closeup.png
Window x 48 to 73, y 37 to 62 um. Cells in gray, sequential cells in the stronger gray; small squares are vias.
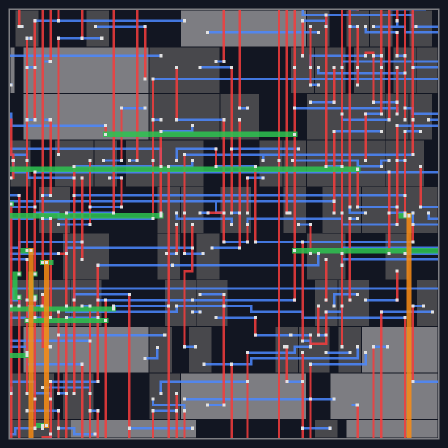
congestion_map.png
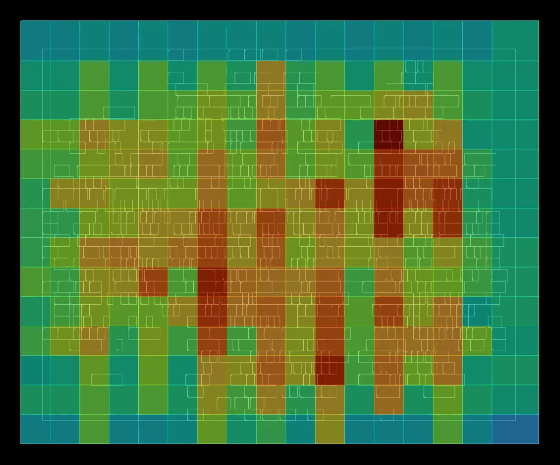
ff_map.png
(3 px per um) Other sequential cells in the stronger gray, the rest of the logic in the fainter gray.
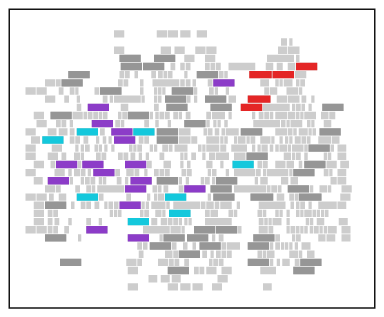
sizing.png
(4 px per um)
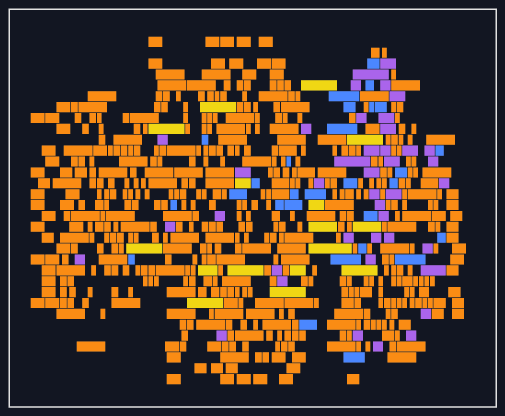
File: src/rtl/pid_telemetry_tx.sv
// Captures PID samples on trig and streams them as a byte frame to a UART.
// Define TLM_CHECKSUM_EN to append a mod-256 payload checksum byte.
module pid_telemetry_tx #(
   parameter logic [7:0] HEADER      = 8'hAA,
   parameter int         ACK_TIMEOUT = 16
) (
   input  logic        clk_in,
   input  logic        reset,
   input  logic        trig,
   input  logic [15:0] setpoint,
   input  logic [15:0] measure,
   input  logic [15:0] ctrl_out,
   input  logic        uart_busy,
   output logic        send,
   output logic [7:0]  send_data,
   output logic        tlm_busy,
   output logic        frame_done,
   output logic        err,
   output logic [7:0]  drop_cnt
);

`ifdef TLM_CHECKSUM_EN
   localparam int NBYTES = 8;
`else
   localparam int NBYTES = 7;
`endif
   localparam int TW = $clog2(ACK_TIMEOUT + 1);

   typedef enum logic [1:0] {
      IDLE,
      ISSUE,
      WAIT_ACK,
      WAIT_DONE
   } state_t;

   state_t         r_state, w_state_nxt;
   logic [2:0]     r_idx, w_idx_nxt;
   logic [TW-1:0]  r_tmo, w_tmo_nxt;
   logic           r_send, w_send_nxt;
   logic [7:0]     r_sd, w_sd_nxt;
   logic           r_done, w_done_nxt;
   logic           r_err, w_err_nxt;
   logic [15:0]    r_sp, r_ms, r_co;
   logic [7:0]     r_drop;
   logic [7:0]     w_byte;
   logic           w_accept;
   logic           w_drop;
   logic           w_last;

   // The done/err cycle is already IDLE but still refuses a new trigger.
   assign w_accept = trig & (r_state == IDLE) & ~r_done & ~r_err;
   assign w_drop   = trig & ~w_accept;
   assign w_last   = (r_idx == 3'(NBYTES - 1));

`ifdef TLM_CHECKSUM_EN
   logic [7:0] w_csum;
   assign w_csum = r_sp[15:8] + r_sp[7:0] + r_ms[15:8]
                 + r_ms[7:0] + r_co[15:8] + r_co[7:0];
`endif

   always_comb begin
      w_byte = HEADER;
      case (r_idx)
         3'd0:    w_byte = HEADER;
         3'd1:    w_byte = r_sp[15:8];
         3'd2:    w_byte = r_sp[7:0];
         3'd3:    w_byte = r_ms[15:8];
         3'd4:    w_byte = r_ms[7:0];
         3'd5:    w_byte = r_co[15:8];
         3'd6:    w_byte = r_co[7:0];
`ifdef TLM_CHECKSUM_EN
         default: w_byte = w_csum;
`else
         default: w_byte = HEADER;
`endif
      endcase
   end

   always_comb begin
      w_state_nxt = r_state;
      w_idx_nxt   = r_idx;
      w_tmo_nxt   = r_tmo;
      w_send_nxt  = 1'b0;
      w_sd_nxt    = r_sd;
      w_done_nxt  = 1'b0;
      w_err_nxt   = 1'b0;
      unique case (r_state)
         IDLE: begin
            if (w_accept) begin
               w_state_nxt = ISSUE;
               w_idx_nxt   = 3'd0;
            end
         end
         ISSUE: begin
            if (!uart_busy) begin
               w_send_nxt  = 1'b1;
               w_sd_nxt    = w_byte;
               w_tmo_nxt   = '0;
               w_state_nxt = WAIT_ACK;
            end
         end
         WAIT_ACK: begin
            if (uart_busy) begin
               w_state_nxt = WAIT_DONE;
            end else if (r_tmo == TW'(ACK_TIMEOUT - 1)) begin
               w_state_nxt = IDLE;
               w_err_nxt   = 1'b1;
            end else begin
               w_tmo_nxt = r_tmo + TW'(1);
            end
         end
         WAIT_DONE: begin
            if (!uart_busy) begin
               if (w_last) begin
                  w_state_nxt = IDLE;
                  w_done_nxt  = 1'b1;
               end else begin
                  w_idx_nxt   = r_idx + 3'd1;
                  w_state_nxt = ISSUE;
               end
            end
         end
         default: w_state_nxt = IDLE;
      endcase
   end

   always_ff @(posedge clk_in) begin
      if (reset) begin
         r_state <= IDLE;
         r_idx   <= '0;
         r_tmo   <= '0;
         r_send  <= 1'b0;
         r_sd    <= 8'h00;
         r_done  <= 1'b0;
         r_err   <= 1'b0;
         r_sp    <= '0;
         r_ms    <= '0;
         r_co    <= '0;
         r_drop  <= '0;
      end else begin
         r_state <= w_state_nxt;
         r_idx   <= w_idx_nxt;
         r_tmo   <= w_tmo_nxt;
         r_send  <= w_send_nxt;
         r_sd    <= w_sd_nxt;
         r_done  <= w_done_nxt;
         r_err   <= w_err_nxt;
         if (w_accept) begin
            r_sp <= setpoint;
            r_ms <= measure;
            r_co <= ctrl_out;
         end
         if (w_drop && r_drop != 8'hFF) begin
            r_drop <= r_drop + 8'd1;
         end
      end
   end

   assign send       = r_send;
   assign send_data  = r_sd;
   assign tlm_busy   = (r_state != IDLE);
   assign frame_done = r_done;
   assign err        = r_err;
   assign drop_cnt   = r_drop;

endmodule

File: config.mk
export PLATFORM = sky130hd
export DESIGN_NAME = pid_telemetry_tx
export DESIGN_NICKNAME = d
export VERILOG_FILES = /design/src/rtl/pid_telemetry_tx.sv
export SDC_FILE = /design/constraint.sdc
export NUM_CORES = 1
export LEC_CHECK = 0
export ABC_AREA = 1
export CORE_ASPECT_RATIO = 0.8
export CORE_MARGIN = 5
export CORE_UTILIZATION = 35
export CTS_CLUSTER_DIAMETER = 200
export DETAILED_ROUTE_END_ITERATION = 8
export PLACE_DENSITY = 0.67
export SYNTH_ARGS = -nofsm -noshare
export SYNTH_HDL_FRONTEND = slang
export SYNTH_SLANG_ARGS = --single-unit
File: constraint.sdc
create_clock -name clk_in -period 1.6 [get_ports clk_in]
set_clock_uncertainty 0.1 [all_clocks]
set_input_delay 0.32 -clock clk_in [delete_from_list [all_inputs] [get_ports clk_in]]
set_output_delay 0.32 -clock clk_in [all_outputs]
set_load 0.01 [all_outputs]
==> CHANGELOG.md <==
## Flow update

* Total of warnings raised by yosys at 0
* Heaviest power group: registers
* HPWL Detailed at 6861 um
* Final tally of setup violations at 0
* Top achievable clock speed at 0.6380 GHz
* Status: complete, no violations
* Vias per std cell at 4.799
* DRC violation total after the first TritonRoute iteration at 330
* Post-layout instance area at 4945 um^2
* Post-CTS setup buffer count at 1
* Peak ir drop on the vdd network at 0.0005391 V
* Endpoint type of the worst setup path: register
* Routed vias at 3465
* Max Transition Viols Final at 0
* Number of global-route vias before repair at 3204
* Count of warning messages emitted by the tools at 30
* Synth top area share at 44.40%
* CTS H-Tree Depth at 3
* Sum of routed wire length over all layers at 9766 um
* Clock group power at 2.05 mW
* Synth area leader: sky130_fd_sc_hd__dfxtp_1
* Global routing's busiest layer: met2
* Number of sinks handled by clock tree synthesis at 77
* Startpoint types: register
* Most numerous cell on the critical path: sky130_fd_sc_hd__a21oi_1
* Clock Power Share at 30.4%
* Power density over cell area at 1361 nW/um^2
* Clock buffer cells at 10
* Worst EP required at 1720 ps
* Final-layout clock-cell area share at 6.098%
* Most used flip-flop cell: sky130_fd_sc_hd__dfxtp_1
* Number of flip-flops and latches at 77
* Multi-input gates at 312
* Share of the clock period used by the worst path at 97.96%
* Final non-clock buffer share at 19.31%
* Fin crit period at 1567 ps
* Tally of buffers added on design ports at 71
* Launch point of the worst path: r_idx[1]$_SDFFE_PP0P_
* Relative slew slack at 75.67%
* RR Startpoint: r_idx[1]$_SDFFE_PP0P_
* Worst path top cell family by delay: AND-OR/OR-AND gates
* Hold-fix buffer count after cts at 0
* Final hold viol count at 0
* Cell with the most instances after synthesis: sky130_fd_sc_hd__nand2_1
* Type of the most critical hold path: register to register
* Filler Cells Inserted at 895
* Number of top-level pins at 72
* Endpoint of the lowest-slack register-to-register path: send_data[2]$_SDFFE_PP0P_
* Distinct cell type count after synthesis at 27
* TritonCTS clock tree: yes
* Count of flip-flops with a built-in enable after synthesis at 0
* Reg clk slew, reported paths at 60 ps
* Mapped Nets at 547
* Post-synthesis cell count at 487
* Length of routed met2 wiring at 4574 um
* Internal power contribution at 4.494 mW
* Wire length of the first global-routing pass at 14930 um
* Combinational group power at 2.07 mW
* Worst path cell trace: inv_1 > ha_1 > nand2_1 > o22ai_2 > a21oi_1 > a21oi_1
* Met2 usage at 25.14%
* Top Registers: r_co x16, r_ms x16, r_sp x16
* Reported leakage power at 2.085 nW
* Effective utilization at floorplan at 35.98%
* Post-layout nets at 641
* Largest net degree at the start of global routing at 59
* Comb. cell area at 1675 um^2
* Critical Path Stages at 6
* Most common library cells after synthesis: sky130_fd_sc_hd__nand2_1 (90), sky130_fd_sc_hd__inv_1 (78), sky130_fd_sc_hd__dfxtp_1 (77)
* Critical Path AT at 1690 ps
* First drt pass iteration count at 5
* Sequential fraction of the synthesis area at 44.40%
* Category of the critical setup timing path: register to register
* Synth Register Bits at 77
* Ranking of synthesized cells by area: sky130_fd_sc_hd__dfxtp_1 (44%), sky130_fd_sc_hd__o21ai_0 (10%), sky130_fd_sc_hd__a21oi_1 (10%)
* Net switching power of the design at 2.238 mW
* Number of cells on the worst reg-to-reg path at 6
* Post-synthesis cell count from yosys at 487
* Portion of total power attributed to sequential cells at 38.9%
* Fraction of final layout cells sized beyond drive strength 1 at 14.51%
* Tapcell Cnt at 136
* Remaining global-route overflow at 0
* Number of cells in the design after placement at 702
* Setup slack of the most critical reg-to-reg path at 30 ps
* Share of cell area taken by multi-input logic gates at 33.88%
* Die Outline Area at 12020 um^2
* Root buffer selected by CTS: sky130_fd_sc_hd__clkbuf_16
* Maximum buffer depth of the clock tree at 2
* Average footprint of a synthesized cell at 7.130 um^2
* M1 wire length at 4310 um
* Switching share of total power at 33.24%
* Part of the total power dissipated in combinational logic at 30.7%
* Slew @ Worst Pin at 364.4 ps
* Placed standard-cell area at 4472 um^2
* Total of plain and repair buffers excluding clock buffers at 102
* Top cell class by occupied area: multi-input combinational cells
* GR Util met3 at 4.073%
* Fraction of registers with async set or reset after synthesis at 0%
* Maximum cell stage delay along the critical path at 370 ps
* Resized Gates After CTS at 35
* Number of antenna violations at the first check in global routing at 0
* CP max stage cell: sky130_fd_sc_hd__dfxtp_1
* Placer Congestion at 0.8076
* Non-clock inverters at 79
* Length of routed met3 wiring at 699 um
* Die H at 99.09 um
* Die X at 121.4 um
* Antenna Diode Count at 0
* Top routing layer used: met4
* Critical path buffers and inverters at 1
* Sum of negative setup slack at 0 ps
* Tally of nets with antenna violations remaining after routing at 0
* CTS Buf Count at 9
* Worst hold start: r_ms[13]$_SDFFE_PP0P_
* Post-Layout Cell Count at 722
* Total power of the final layout at 6.732 mW
* Total cell area reported by yosys after synthesis at 3472 um^2
* Clk latency late pin at 330 ps
* Max Fanout on Critical Path at 5
* Detailed-route DRC error count at 0
* Global Route Usage Sum at 15.50%
* End point of the critical path: send_data[2]$_SDFFE_PP0P_
* Unrepaired setup endpoints after global routing: true
* Syn Std Cell Area at 3472 um^2
* Max-capacitance violation count at 0
* # rows at 32
* Core region area at 9649 um^2
Notes on closeup.png above:
- orange: M4
- green: M3
- blue: M1
- red: M2
- netlist names of flops here include: r_sp (3), r_co (2)
- most frequent: inv_1 (12), nand2_1 (9), o21ai_0 (8)
- cells with their middle in the window: 60
- sequential cells in the window: 7

Notes on congestion_map.png above:
share of the core filled with cells in the final layout: 51.24%
met1 usage in global routing: 20.06%
mean routed wirelength per cell: 13.53 um

Notes on ff_map.png above:
- red: r_tmo (sequential cells 5)
- purple: r_ms (sequential cells 16)
- cyan: send_data (sequential cells 8)
total area of sequential cells: 1546 um^2
flop share of the area: 31.28%
power dissipated in sequential cells: 2.62 mW

Notes on sizing.png above:
- purple: x3 and x4 (cells 41; share 7.0%; most used buf_4)
- orange: x1 and smaller (cells 501; share 85%; most used nand2_1)
- blue: x2 (cells 28; share 4.8%)
- yellow: x6 and larger (cells 16; share 2.7%; most used clkbuf_16)
area growth from synthesis to layout: 42.41%
minimum setup slack in the final design: 32.61 ps

-- cells in the final DEF, fill, tap and decap left out, types with 5 or more instances in the layout --
cell and count:
sky130_fd_sc_hd__clkdlybuf4s50_1 50, sky130_fd_sc_hd__inv_1 76, sky130_fd_sc_hd__buf_4 25, sky130_fd_sc_hd__dlygate4sd2_1 20, sky130_fd_sc_hd__dfxtp_1 73, sky130_fd_sc_hd__o21ai_0 68
sky130_fd_sc_hd__nor2_4 5, sky130_fd_sc_hd__nand3_1 6, sky130_fd_sc_hd__nor2_1 30, sky130_fd_sc_hd__clkbuf_16 9, sky130_fd_sc_hd__nand2_4 5, sky130_fd_sc_hd__a21oi_1 68
sky130_fd_sc_hd__nand2_1 84
-- worst min-delay path by stage --
stage,endpoint,slack (ps),depth (start not counted)
6_report,r_ms[13]$_SDFFE_PP0P_,350,2
5_1_grt,r_co[13]$_SDFFE_PP0P_,360,2
4_1_cts,r_co[13]$_SDFFE_PP0P_,350,2
3_5_place_dp,r_ms[8]$_SDFFE_PP0P_,340,2
3_3_place_gp,r_ms[7]$_SDFFE_PP0P_,330,2
2_1_floorplan,drop_cnt[0]$_SDFFE_PP0P_,290,1
-- worst register-to-register path: cells and delay by family, from the launching register on --
kind                       cells  cell delay [ps]
adders and majority gates      1              240
DFF                            1              370
AOI/OAI and AO/OA              3              390
and+or+nand+nor                1              270
buffers and inverters          1               90
-- kinds of logic after synthesis --
family | synth area share, %
compound gates | 22.74
simple gates | 17.33
buf+inv | 11.89
flops | 44.40
fa+ha+maj | 2.883
xor+xnor | 0.7569
-- through the flow --
stage          setup WS, ps  hold slack [ps]
3_5_place_dp         -339.5            339.5
4_1_cts               11.42            348.0
3_3_place_gp         -312.8            332.5
5_1_grt              -75.58            361.1
2_1_floorplan         89.98            289.1
6_report              32.61            347.7
No activity file was given, so power comes from the tool's default toggle rates.
